===== src/rtl/micro_sequencer_pkg.sv =====
// Shared opcode set and condition helper for the microprogram sequencer.
// Imported by the sequencer top level and its LIFO.
package micro_sequencer_pkg;

   localparam logic [3:0] OP_JZ   = 4'd0;
   localparam logic [3:0] OP_CJS  = 4'd1;
   localparam logic [3:0] OP_JMAP = 4'd2;
   localparam logic [3:0] OP_CJP  = 4'd3;
   localparam logic [3:0] OP_PUSH = 4'd4;
   localparam logic [3:0] OP_CRTN = 4'd5;
   localparam logic [3:0] OP_LDCT = 4'd6;
   localparam logic [3:0] OP_RPCT = 4'd7;
   localparam logic [3:0] OP_RFCT = 4'd8;
   localparam logic [3:0] OP_LOOP = 4'd9;
   localparam logic [3:0] OP_CASE = 4'd10;
   localparam logic [3:0] OP_CONT = 4'd11;

   function automatic logic cond_eval(
      input logic cond,
      input logic pol,
      input logic en
   );
      return en ? (cond ^ pol) : 1'b1;
   endfunction

endpackage


===== src/rtl/micro_sequencer_seq_stack.sv =====
// Return-address LIFO for the sequencer.
// Overflow/underflow leave sp alone and raise a sticky err.
module seq_stack
   import micro_sequencer_pkg::*;
#(
   parameter int              DEPTH     = 4,
   parameter int              W         = 11,
   parameter logic [W-1:0]    EMPTY_VAL = '0
) (
   input  logic         clock,
   input  logic         reset,
   input  logic         en,
   input  logic         clr,
   input  logic         push,
   input  logic         pop,
   input  logic         rd,
   input  logic [W-1:0] din,
   output logic [W-1:0] top,
   output logic         full,
   output logic         empty,
   output logic         err
);

   localparam int SP_W  = $clog2(DEPTH + 1);
   localparam int IDX_W = (DEPTH > 1) ? $clog2(DEPTH) : 1;

   logic [W-1:0]     mem [DEPTH];
   logic [SP_W-1:0]  sp;
   logic [IDX_W-1:0] wr_idx;
   logic [IDX_W-1:0] top_idx;
   logic             do_push;
   logic             do_pop;
   logic             bad;

   assign full    = (sp == SP_W'(DEPTH));
   assign empty   = (sp == '0);
   assign wr_idx  = IDX_W'(sp);
   assign top_idx = IDX_W'(sp - SP_W'(1));
   assign top     = empty ? EMPTY_VAL : mem[top_idx];
   assign do_push = en & push & ~full;
   assign do_pop  = en & pop & ~empty;
   assign bad     = (push & full) | ((pop | rd) & empty);

   // Entry storage; contents after reset are don't-care
   always_ff @(posedge clock) begin
      if (do_push) mem[wr_idx] <= din;
   end

   // Stack pointer and sticky error; clear beats a same-cycle error
   always_ff @(posedge clock or negedge reset) begin
      if (!reset) begin
         sp  <= '0;
         err <= 1'b0;
      end else if (en) begin
         if (clr) begin
            sp  <= '0;
            err <= 1'b0;
         end else begin
            if (do_push)     sp <= sp + SP_W'(1);
            else if (do_pop) sp <= sp - SP_W'(1);
            if (bad) err <= 1'b1;
         end
      end
   end

endmodule


===== src/rtl/micro_sequencer.sv =====
// Microprogram sequencer: next-address mux, uPC, loop counter.
// y feeds the microcode ROM address combinationally.
module micro_sequencer
   import micro_sequencer_pkg::*;
#(
   parameter int                 ADDR_W      = 11,
   parameter int                 STACK_DEPTH = 4,
   parameter int                 CNT_W       = 8,
   parameter logic [ADDR_W-1:0]  RESET_ADDR  = '0
) (
   input  logic              clock,
   input  logic              reset,
   input  logic [3:0]        op,
   input  logic [ADDR_W-1:0] din,
   input  logic [ADDR_W-1:0] orin,
   input  logic [CNT_W-1:0]  cnt_in,
   input  logic              cond,
   input  logic              cond_pol,
   input  logic              cond_en,
   input  logic              hold,
   output logic [ADDR_W-1:0] y,
   output logic [ADDR_W-1:0] upc,
   output logic              cnt_zero,
   output logic              stack_full,
   output logic              stack_empty,
   output logic              stack_err
);

   logic [CNT_W-1:0]  cnt;
   logic [ADDR_W-1:0] top;
   logic              ce;
   logic              push;
   logic              pop;
   logic              rd;
   logic              clr;
   logic              ld;
   logic              dec;

   assign ce       = cond_eval(cond, cond_pol, cond_en);
   assign cnt_zero = (cnt == '0);

   // Next-address select and side-effect strobes per opcode
   always_comb begin
      y    = upc;
      push = 1'b0;
      pop  = 1'b0;
      rd   = 1'b0;
      clr  = 1'b0;
      ld   = 1'b0;
      dec  = 1'b0;
      unique case (1'b1)
         (op == OP_JZ): begin
            y   = RESET_ADDR;
            clr = 1'b1;
         end
         (op == OP_CJS): begin
            if (ce) begin
               y    = din;
               push = 1'b1;
            end
         end
         (op == OP_JMAP): y = din;
         (op == OP_CJP): begin
            if (ce) y = din;
         end
         (op == OP_PUSH): begin
            push = 1'b1;
            ld   = ce;
         end
         (op == OP_CRTN): begin
            if (ce) begin
               y   = top;
               pop = 1'b1;
            end
         end
         (op == OP_LDCT): ld = 1'b1;
         (op == OP_RPCT): begin
            if (!cnt_zero) begin
               y   = din;
               dec = 1'b1;
            end
         end
         (op == OP_RFCT): begin
            if (!cnt_zero) begin
               y   = top;
               rd  = 1'b1;
               dec = 1'b1;
            end else begin
               pop = 1'b1;
            end
         end
         (op == OP_LOOP): begin
            if (ce) begin
               pop = 1'b1;
            end else begin
               y  = top;
               rd = 1'b1;
            end
         end
         (op == OP_CASE): y = din | orin;
         default: y = upc;
      endcase
      if (!reset) y = RESET_ADDR;
   end

   // Microprogram counter follows y+1 unless stalled
   always_ff @(posedge clock or negedge reset) begin
      if (!reset) upc <= RESET_ADDR + ADDR_W'(1);
      else if (!hold) upc <= y + ADDR_W'(1);
   end

   // Loop counter: load, or saturating decrement
   always_ff @(posedge clock or negedge reset) begin
      if (!reset) begin
         cnt <= '0;
      end else if (!hold) begin
         if (ld) cnt <= cnt_in;
         else if (dec && !cnt_zero) cnt <= cnt - CNT_W'(1);
      end
   end

   seq_stack #(
      .DEPTH     (STACK_DEPTH),
      .W         (ADDR_W),
      .EMPTY_VAL (RESET_ADDR)
   ) u_stack (
      .clock (clock),
      .reset (reset),
      .en    (~hold),
      .clr   (clr),
      .push  (push),
      .pop   (pop),
      .rd    (rd),
      .din   (upc),
      .top   (top),
      .full  (stack_full),
      .empty (stack_empty),
      .err   (stack_err)
   );

endmodule

===== config.mk =====
export PLATFORM = sky130hd
export DESIGN_NAME = micro_sequencer
export DESIGN_NICKNAME = d
export VERILOG_FILES = /design/src/rtl/micro_sequencer_pkg.sv /design/src/rtl/micro_sequencer_seq_stack.sv /design/src/rtl/micro_sequencer.sv
export SDC_FILE = /design/constraint.sdc
export NUM_CORES = 1
export LEC_CHECK = 0
export ABC_AREA = 1
export CAP_MARGIN = 20
export CORE_UTILIZATION = 40
export CTS_CLUSTER_SIZE = 16
export DETAILED_ROUTE_END_ITERATION = 12
export PLACE_DENSITY_LB_ADDON = 0.1
export SYNTH_ARGS = -nofsm -noshare
export SYNTH_HDL_FRONTEND = slang
export SYNTH_SLANG_ARGS = --single-unit

===== constraint.sdc =====
create_clock -name clock -period 3.5 [get_ports clock]
set_input_delay 0.7 -clock clock [delete_from_list [all_inputs] [get_ports clock]]
set_output_delay 0.7 -clock clock [all_outputs]
set_load 0.02 [all_outputs]

Figure 1. Metal 3 (run 1).
Bar = 20 µm. Cells faint in the background.
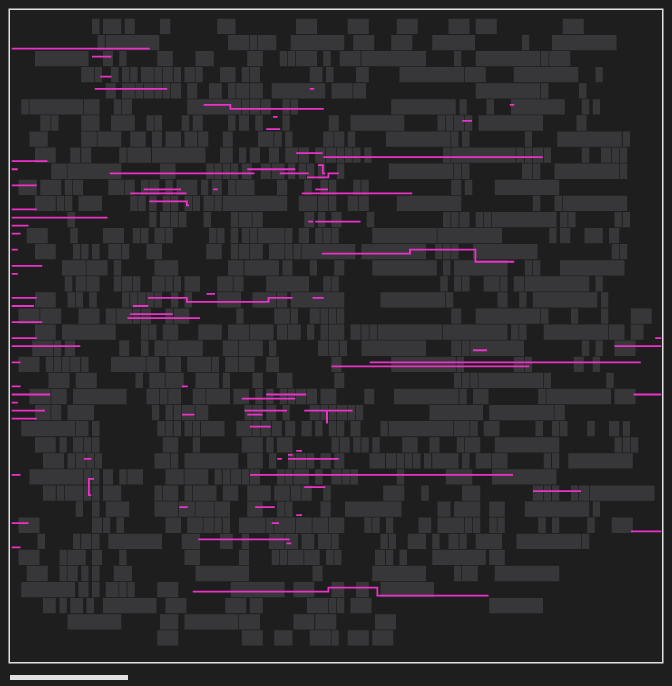
longest straight run: 45.5 µm
main direction: horizontal
wire length on this layer: 655 µm
nets with wire on the layer: 67
share of all routed wire: 4.7%

Figure 2. Clock network drawn from the DEF (run 1).
Bar = 20 µm.
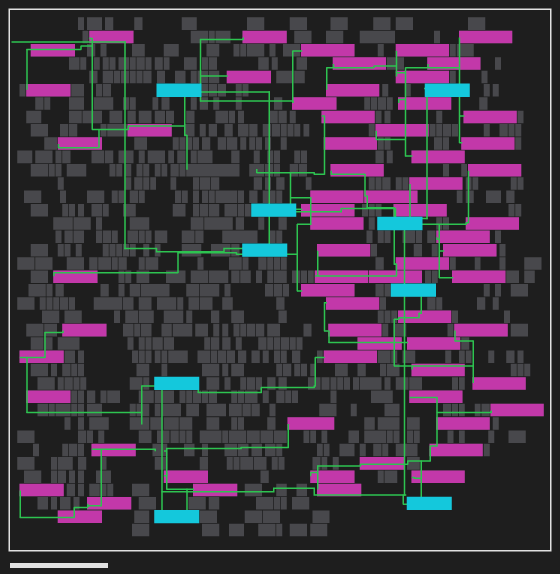
[clock wires] green | length: 1190 µm
[flip-flops] magenta | count: 67
[cells driving clock nets] cyan | count: 9
flops lie: spread over the die
Clock Latency Late Sink: 0.35 ns
worst-case clock skew: 0.00953 ns

Figure 3. Congestion heat map (run 1).
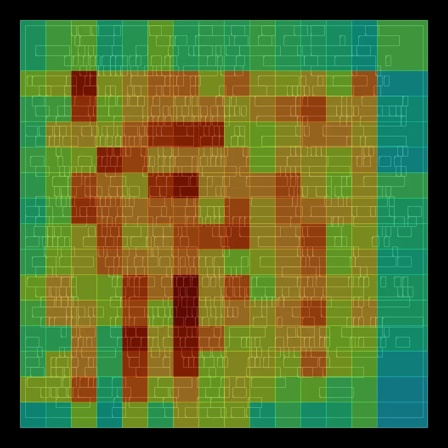
wire per inst: 15.4 µm
met1 routing resource usage after global routing: 31.4%
met2 track demand over resource: 41.7%
gr usage total: 25.0%

==> GITHUB_STEP_SUMMARY, run 1 <==
## PnR job results

| Metric | Value |
|---|---|
| Run status | `finished, final reports clean` |
| Synthesized-area fraction occupied by ao, oa, aoi and oai cells | `8.28%` |
| Placed cell count | `896` |
| Share of final-layout standard cells stronger than drive strength 1 | `19.5%` |
| Combinational gates | `468` |
| Post-synthesis instance area | `4680 µm²` |
| Clock tree buffer count of the final layout | `9` |
| Post-route setup slack | `0.125 ns` |
| Largest register FFs | `44` |
| Power share of the combinational group | `42.3%` |
| Area taken by flip-flops and latches | `1900 µm²` |
| Cells after Synth | `643` |
| Number of inserted diodes | `0` |
| Worst slack at placement | `-0.251 ns` |
| XOR/XNOR share of the synthesized area | `1.31%` |
| DIE AREA | `12100 µm²` |
| Global Route met3 Usage | `5.23%` |
| Global-route wire length before repair | `22300 µm` |
| Adder-cell share of the synthesized area | `1.87%` |
| Endpoint of the worst-slack reg-to-reg timing path | `upc[8]` |
| Critical path buffers and inverters | `6` |
| Maximum net fanout on the critical path | `7` |
| Via-per-instance ratio | `5.12` |
| Final setup TNS | `0 ns` |
| Final hold slack | `0.509 ns` |
| Post-Synth Simple-Gate Area | `38.1%` |
| Area fraction of the dominant cell type after synthesis | `28.2%` |
| Power, Total | `3.49 mW` |
| Number of resized instances in the post-cts repair step | `15` |
| Tightest Pin Transition | `0.469 ns` |
| Nets | `812` |
| Routed length on met3 | `655 µm` |
| Flop share of the area | `30.5%` |
| Tool warnings | `30` |
| Top logic family | `simple AND/OR/NAND/NOR gates` |
| Clock transition time at the flip-flop clock pins of the worst setup and hold paths | `0.06 ns` |
| Most frequent standard cell in the layout excluding fill and tap cells | `nand2_1` |
| IR drop worst, VDD | `300 µV` |
| CTS Buffer Depth | `2` |
| Top-Level Pins | `66` |
| Worst min-delay path startpoint | `u_stack.err` |
| Final WL | `14000 µm` |
| Leakage power | `3.04 nW` |
| CP cell instances | `clkdlybuf4s50_1 > inv_1 > nand2_1 > nand3_1 > buf_4 > buf_4 > nand2_2 > nand2_1 > nand2_1 > nand2_1 > nor2_2 > nand2_2 > nand2_4 > inv_1 > dlygate4sd2_1` |
| Largest net degree at the start of global routing | `31` |
| Multi-input combinational area share | `38.0%` |
| Global placer's final weighted congestion | `0.901` |
| Clock Network Area Fraction | `4.87%` |
| Routed length on met2 | `6830 µm` |
| Max layer used | `met4` |
| Post-CTS Hold Buffers | `0` |
| Flip-flop and latch count after synthesis | `67` |
| Router iterations before antenna repair | `4` |
| Power Density | `562 nW/µm²` |
| Cell depth of the worst flop-to-flop path | `19` |
| Slew Limit Headroom | `68.7%` |
| Net count after synthesis | `690` |
| Non-clock buffers, area share | `18.3%` |
| Seq Cell Count | `67` |
| Part of the cycle the worst path needs | `96.4%` |
| Busiest layer in global routing | `met2` |
| Share of total power in sequential cells | `30.4%` |
| Most frequently used flop master after synthesis | `edfxtp_1` |
| Worst hold path cell count | `2` |
| DIE WIDTH | `110 µm` |
| Post-synth ARST share | `34.3%` |
| Required time reported for the critical path endpoint | `2.80 ns` |
| Crit path DAT | `2.67 ns` |
| DRC errors left | `0` |
| Initial DRC count | `380` |
| Cells taking the most area after synthesis | `edfxtp_1, nand2_1, dfrtp_1` |
| Type of the worst setup path | `input pin to output pin` |
| Number of max-cap violations | `0` |
| Reg with most FFs | `u_stack.mem` |
| Largest area class, layout | `logic gates` |
| Seq. pwr | `1.06 mW` |
| Highest achievable clock rate | `296 MHz` |
==> run 2: changes to the inputs <==
- CAP_MARGIN: 20 -> 10
Figure 4. Signal wires on met2 (run 2).
Cells faint in the background.
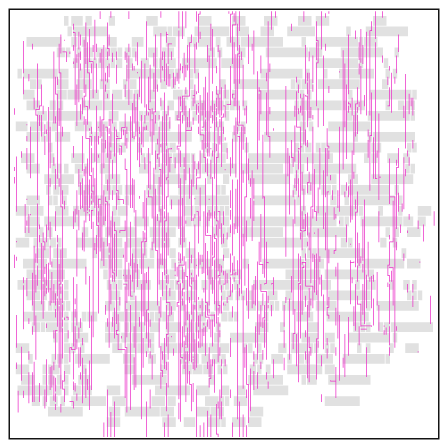
main direction: vertical
wire length on this layer: 6830 µm
Vias: 4675
final WL: 14000 µm

Figure 5. Congestion heat map (run 2).
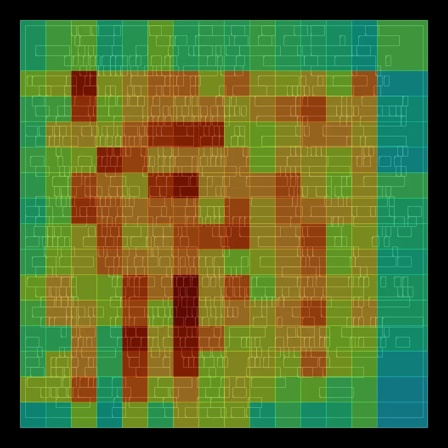
Global Route met3 Usage: 5.23%
core utilization of the finished layout: 54.5%

==> run 2 against run 1 <==
Against the previous run: worst hold slack is the same; synthesized cell count unchanged; register-to-register slack hardly changed; design area did not move; largest power group unchanged; die area did not move; sequential share of layout area unchanged; clock-buffer cell count unchanged; combinational power about the same.
==> GITHUB_STEP_SUMMARY, run 2 <==
## PnR job results

| Metric | Value |
|---|---|
| Biggest area consumer among synthesized cells | `edfxtp_1 (unchanged)` |
| Worst hold path cell count | `2 (unchanged)` |
| Top logic family | `simple AND/OR/NAND/NOR gates (unchanged)` |
| Clock Latency Late Sink | `0.35 ns (about the same)` |
| Multi-input combinational area share | `38.0% (unchanged)` |
| Power, Total | `3.49 mW (unchanged)` |
| Largest net degree at the start of global routing | `31 (unchanged)` |
| Leakage power | `3.04 nW (unchanged)` |
| Post-synth ARST share | `34.3% (unchanged)` |
| Tool warnings | `30 (unchanged)` |
| Reg with most FFs | `u_stack.mem (unchanged)` |
| Placed cell count | `896 (unchanged)` |
| Global placer's final weighted congestion | `0.901 (unchanged)` |
| Worst min-delay path startpoint | `u_stack.err (unchanged)` |
| DP Area | `5880 µm² (unchanged)` |
| CP cell instances | `clkdlybuf4s50_1 > inv_1 > nand2_1 > nand3_1 > buf_4 > buf_4 > nand2_2 > nand2_1 > nand2_1 > nand2_1 > nor2_2 > nand2_2 > nand2_4 > inv_1 > dlygate4sd2_1 (unchanged)` |
| CTS Buffer Depth | `2 (unchanged)` |
| Clock transition time at the flip-flop clock pins of the worst setup and hold paths | `0.06 ns (about the same)` |
| Cell type group with the largest total delay on the critical path | `buffers and inverters (unchanged)` |
| Type of the worst setup path | `input pin to output pin (unchanged)` |
| Required time reported for the critical path endpoint | `2.80 ns (about the same)` |
| Cells taking the most area after synthesis | `edfxtp_1, nand2_1, dfrtp_1 (unchanged)` |
| Number of sinks driven by the clock tree | `67 (unchanged)` |
| Maximum net fanout on the critical path | `7 (unchanged)` |
| Final setup TNS | `0 ns (unchanged)` |
| Final hold slack | `0.509 ns (unchanged)` |
| Router iterations before antenna repair | `4 (unchanged)` |
| Gr usage total | `25.0% (unchanged)` |
| Slew Limit Headroom | `68.7% (unchanged)` |
| Synthesized-area fraction occupied by ao, oa, aoi and oai cells | `8.28% (unchanged)` |
| Routed length on met3 | `655 µm (unchanged)` |
| Largest area class, layout | `logic gates (unchanged)` |
| Cell depth of the worst flop-to-flop path | `19 (unchanged)` |
| Clock tree buffer count of the final layout | `9 (unchanged)` |
| Flip-flop and latch count after synthesis | `67 (unchanged)` |
| Number of inserted diodes | `0 (unchanged)` |
| Registers with the highest flip-flop counts | `u_stack.mem x44, upc x11, cnt x8 (unchanged)` |
| Endpoint of the worst-slack reg-to-reg timing path | `upc[8] (unchanged)` |
| Top-Level Pins | `66 (unchanged)` |
| Via-per-instance ratio | `5.12 (unchanged)` |
| Stage delay of the slowest cell on the critical path | `0.49 ns (about the same)` |
| Worst slack at placement | `-0.251 ns (unchanged)` |
| Share of synthesized area spent on multiplexers | `0% (unchanged)` |
| Cells after Synth | `643 (unchanged)` |
| Wire per inst | `15.4 µm (unchanged)` |
| Seq Cell Count | `67 (unchanged)` |
| Min Tclk post-route | `3.37 ns (unchanged)` |
| Depth of the CTS H-tree | `3 (unchanged)` |
| DRC errors left | `0 (unchanged)` |
| Most frequent standard cell in the layout excluding fill and tap cells | `nand2_1 (unchanged)` |
| Tightest Pin Transition | `0.469 ns (unchanged)` |
| Part of the cycle the worst path needs | `96.4% (unchanged)` |
| Combinational gates | `468 (unchanged)` |
| Highest achievable clock rate | `296 MHz (unchanged)` |
| Adder-cell share of the synthesized area | `1.87% (unchanged)` |
| Most frequently used flop master after synthesis | `edfxtp_1 (unchanged)` |
| Worst-case clock skew | `0.00953 ns (unchanged)` |
| Post-Synth Simple-Gate Area | `38.1% (unchanged)` |
| Power Density | `562 nW/µm² (unchanged)` |
| Busiest layer in global routing | `met2 (unchanged)` |
| Net count after synthesis | `690 (unchanged)` |
| Area fraction of the dominant cell type after synthesis | `28.2% (unchanged)` |
| Largest register FFs | `44 (unchanged)` |
| Number of resized instances in the post-cts repair step | `15 (unchanged)` |
| Share of total power in sequential cells | `30.4% (about the same)` |
| Crit path DAT | `2.67 ns (about the same)` |
| Flop share of the area | `30.5% (unchanged)` |
| Post-CTS Hold Buffers | `0 (unchanged)` |
| Nets | `812 (unchanged)` |
| Post-route setup slack | `0.125 ns (unchanged)` |
| Post-synthesis instance area | `4680 µm² (unchanged)` |
| Met2 track demand over resource | `41.7% (unchanged)` |
| Routed length on met2 | `6830 µm (unchanged)` |
| Run status | `finished, final reports clean (unchanged)` |
| Power in the clock group | `951 µW (about the same)` |
| DIE WIDTH | `110 µm (unchanged)` |
| Max layer used | `met4 (unchanged)` |
| Met1 routing resource usage after global routing | `31.4% (unchanged)` |
| XOR/XNOR share of the synthesized area | `1.31% (unchanged)` |
| Initial DRC count | `380 (unchanged)` |
| Seq. pwr | `1.06 mW (about the same)` |
| Area taken by flip-flops and latches | `1900 µm² (unchanged)` |
| Vias in the first global route | `4524 (unchanged)` |
| IR drop worst, VDD | `300 µV (unchanged)` |
| Non-clock buffers, area share | `18.3% (unchanged)` |
| Critical path buffers and inverters | `6 (unchanged)` |
Figure 6. Metal 3 (run 2).
Bar = 20 µm. Cells faint in the background.
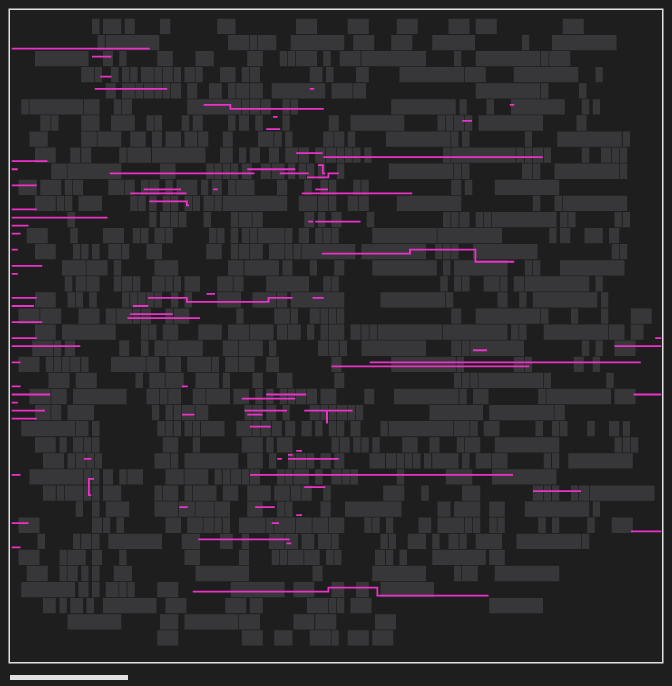
nets with wire on the layer: 67
wire length on this layer: 655 µm
share of all routed wire: 4.7%

==> run 3: changes to the inputs <==
- CTS_BUF_LIST: unset -> sky130_fd_sc_hd__clkbuf_2 sky130_fd_sc_hd__clkbuf_4 sky130_fd_sc_hd__clkbuf_8
Figure 7. Metal 3 (run 3).
Bar = 20 µm. Cells faint in the background.
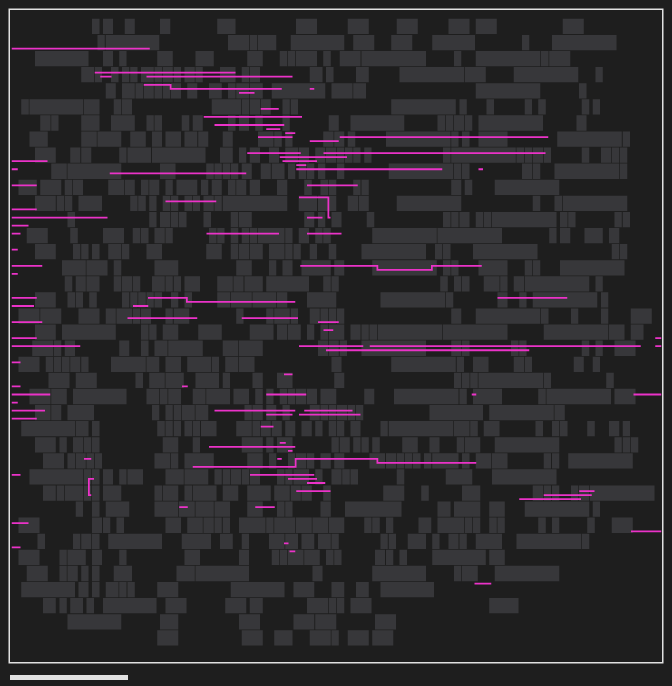
main direction: horizontal
share of all routed wire: 5.6%
wire length on this layer: 788 µm
nets with wire on the layer: 74
longest straight run: 45.5 µm
final WL: 14000 µm
Global Route met3 Usage: 4.53%
Vias: 4708

Figure 8. Congestion heat map (run 3).
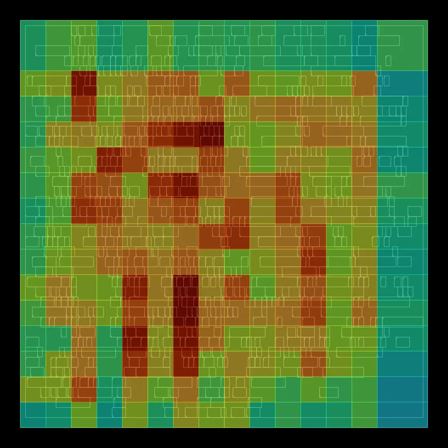
met1 routing resource usage after global routing: 31.4%
core utilization of the finished layout: 53.3%

==> run 3 against run 2 <==
Against the previous run: worst hold slack gained 0.0035 ns; synthesized cell count is the same; final cell count did not move; critical endpoint is now y[5]; clock skew increased by 0.0058 ns; die area stayed put; critical path depth decreased by 3; first-iteration DRC count increased by 5.3%; clock power is 27% lower; highest routed layer unchanged; critical path type unchanged; design area fell by 2.1%.
==> GITHUB_STEP_SUMMARY, run 3 <==
## PnR job results

| Metric | Value |
|---|---|
| Run status | `finished, final reports clean (unchanged)` |
| Gr usage total | `24.9% (was 25.0%)` |
| Critical path buffers and inverters | `6 (unchanged)` |
| IR drop worst, VDD | `301 µV (was 300 µV)` |
| Post-route setup slack | `0.126 ns (was 0.125 ns)` |
| Crit path DAT | `2.67 ns (about the same)` |
| Routed length on met2 | `6860 µm (was 6830 µm)` |
| Flip-flop and latch count after synthesis | `67 (unchanged)` |
| Post-CTS Hold Buffers | `0 (unchanged)` |
| Adder-cell share of the synthesized area | `1.87% (unchanged)` |
| Router iterations before antenna repair | `5 (was 4)` |
| Combinational gates | `468 (unchanged)` |
| Routed length on met3 | `787 µm (was 655 µm)` |
| Cell depth of the worst flop-to-flop path | `19 (unchanged)` |
| Power share of the combinational group | `45.6% (was 42.3%)` |
| DIE AREA | `12100 µm² (unchanged)` |
| Tightest Pin Transition | `0.468 ns (was 0.469 ns)` |
| Type of the worst setup path | `input pin to output pin (unchanged)` |
| Power in the clock group | `698 µW (was 951 µW)` |
| Cells taking the most area after synthesis | `edfxtp_1, nand2_1, dfrtp_1 (unchanged)` |
| Wire per inst | `15.3 µm (was 15.4 µm)` |
| Clock transition time at the flip-flop clock pins of the worst setup and hold paths | `0.08 ns (was 0.06 ns)` |
| CTS Buffer Depth | `2 (unchanged)` |
| Largest net degree at the start of global routing | `31 (unchanged)` |
| DP Area | `5880 µm² (unchanged)` |
| Nets | `812 (unchanged)` |
| Number of inserted diodes | `0 (unchanged)` |
| DIE WIDTH | `110 µm (unchanged)` |
| Registers with the highest flip-flop counts | `u_stack.mem x44, upc x11, cnt x8 (unchanged)` |
| Non-clock buffers, area share | `18.6% (was 18.3%)` |
| Biggest area consumer among synthesized cells | `edfxtp_1 (unchanged)` |
| Endpoint of the worst-slack reg-to-reg timing path | `upc[8] (unchanged)` |
| Worst-case clock skew | `0.0153 ns (was 0.00953 ns)` |
| Final setup TNS | `0 ns (unchanged)` |
| Initial DRC count | `400 (was 380)` |
| Stage delay of the slowest cell on the critical path | `0.49 ns (about the same)` |
| Highest achievable clock rate | `296 MHz (about the same)` |
| Vias in the first global route | `4509 (was 4524)` |
| Share of final-layout standard cells stronger than drive strength 1 | `19.4% (was 19.5%)` |
| Clock Network Area Fraction | `3.31% (was 4.87%)` |
| Via-per-instance ratio | `5.16 (was 5.12)` |
| Busiest layer in global routing | `met2 (unchanged)` |
| Placed cell count | `896 (unchanged)` |
| Most frequent standard cell in the layout excluding fill and tap cells | `nand2_1 (unchanged)` |
| Net count after synthesis | `690 (unchanged)` |
| Seq. pwr | `1.06 mW (about the same)` |
| Power Density | `531 nW/µm² (was 562 nW/µm²)` |
| Number of max-cap violations | `0 (unchanged)` |
| Share of synthesized area spent on multiplexers | `0% (unchanged)` |
| Post-synth ARST share | `34.3% (unchanged)` |
| Flop share of the area | `31.2% (was 30.5%)` |
| Global-route wire length before repair | `22300 µm (about the same)` |
| Min Tclk post-route | `3.37 ns (about the same)` |
| Worst hold path cell count | `2 (unchanged)` |
| Part of the cycle the worst path needs | `96.4% (about the same)` |
| XOR/XNOR share of the synthesized area | `1.31% (unchanged)` |
| Depth of the CTS H-tree | `3 (unchanged)` |
| CP cell instances | `clkdlybuf4s50_1 > inv_1 > nand2_1 > nand3_1 > buf_4 > nand2_1 > inv_2 > o21ai_0 > nand4_2 > nand2_2 > inv_1 > dlygate4sd2_1 (was clkdlybuf4s50_1 > inv_1 > nand2_1 > nand3_1 > buf_4 > buf_4 > nand2_2 > nand2_1 > nand2_1 > nand2_1 > nor2_2 > nand2_2 > nand2_4 > inv_1 > dlygate4sd2_1)` |
| Top-Level Pins | `66 (unchanged)` |
| Synthesized-area fraction occupied by ao, oa, aoi and oai cells | `8.28% (unchanged)` |
| Clock tree buffer count of the final layout | `9 (unchanged)` |
| Largest area class, layout | `logic gates (unchanged)` |
| Largest register FFs | `44 (unchanged)` |
| Reg with most FFs | `u_stack.mem (unchanged)` |
| Seq Cell Count | `67 (unchanged)` |
Figure 9. Signal wires by layer (run 3).
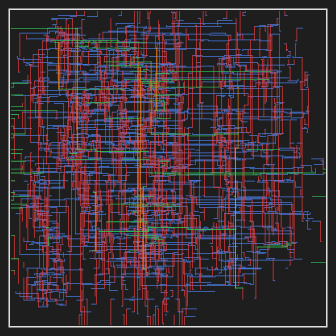
| layer | colour | wire length |
|---|---|---|
| met2 | red | 6860 µm |
| met1 | blue | 5980 µm |
| met3 | green | 788 µm |
| met4 | orange | 365 µm |

Power is estimated from default activity; no workload was simulated.
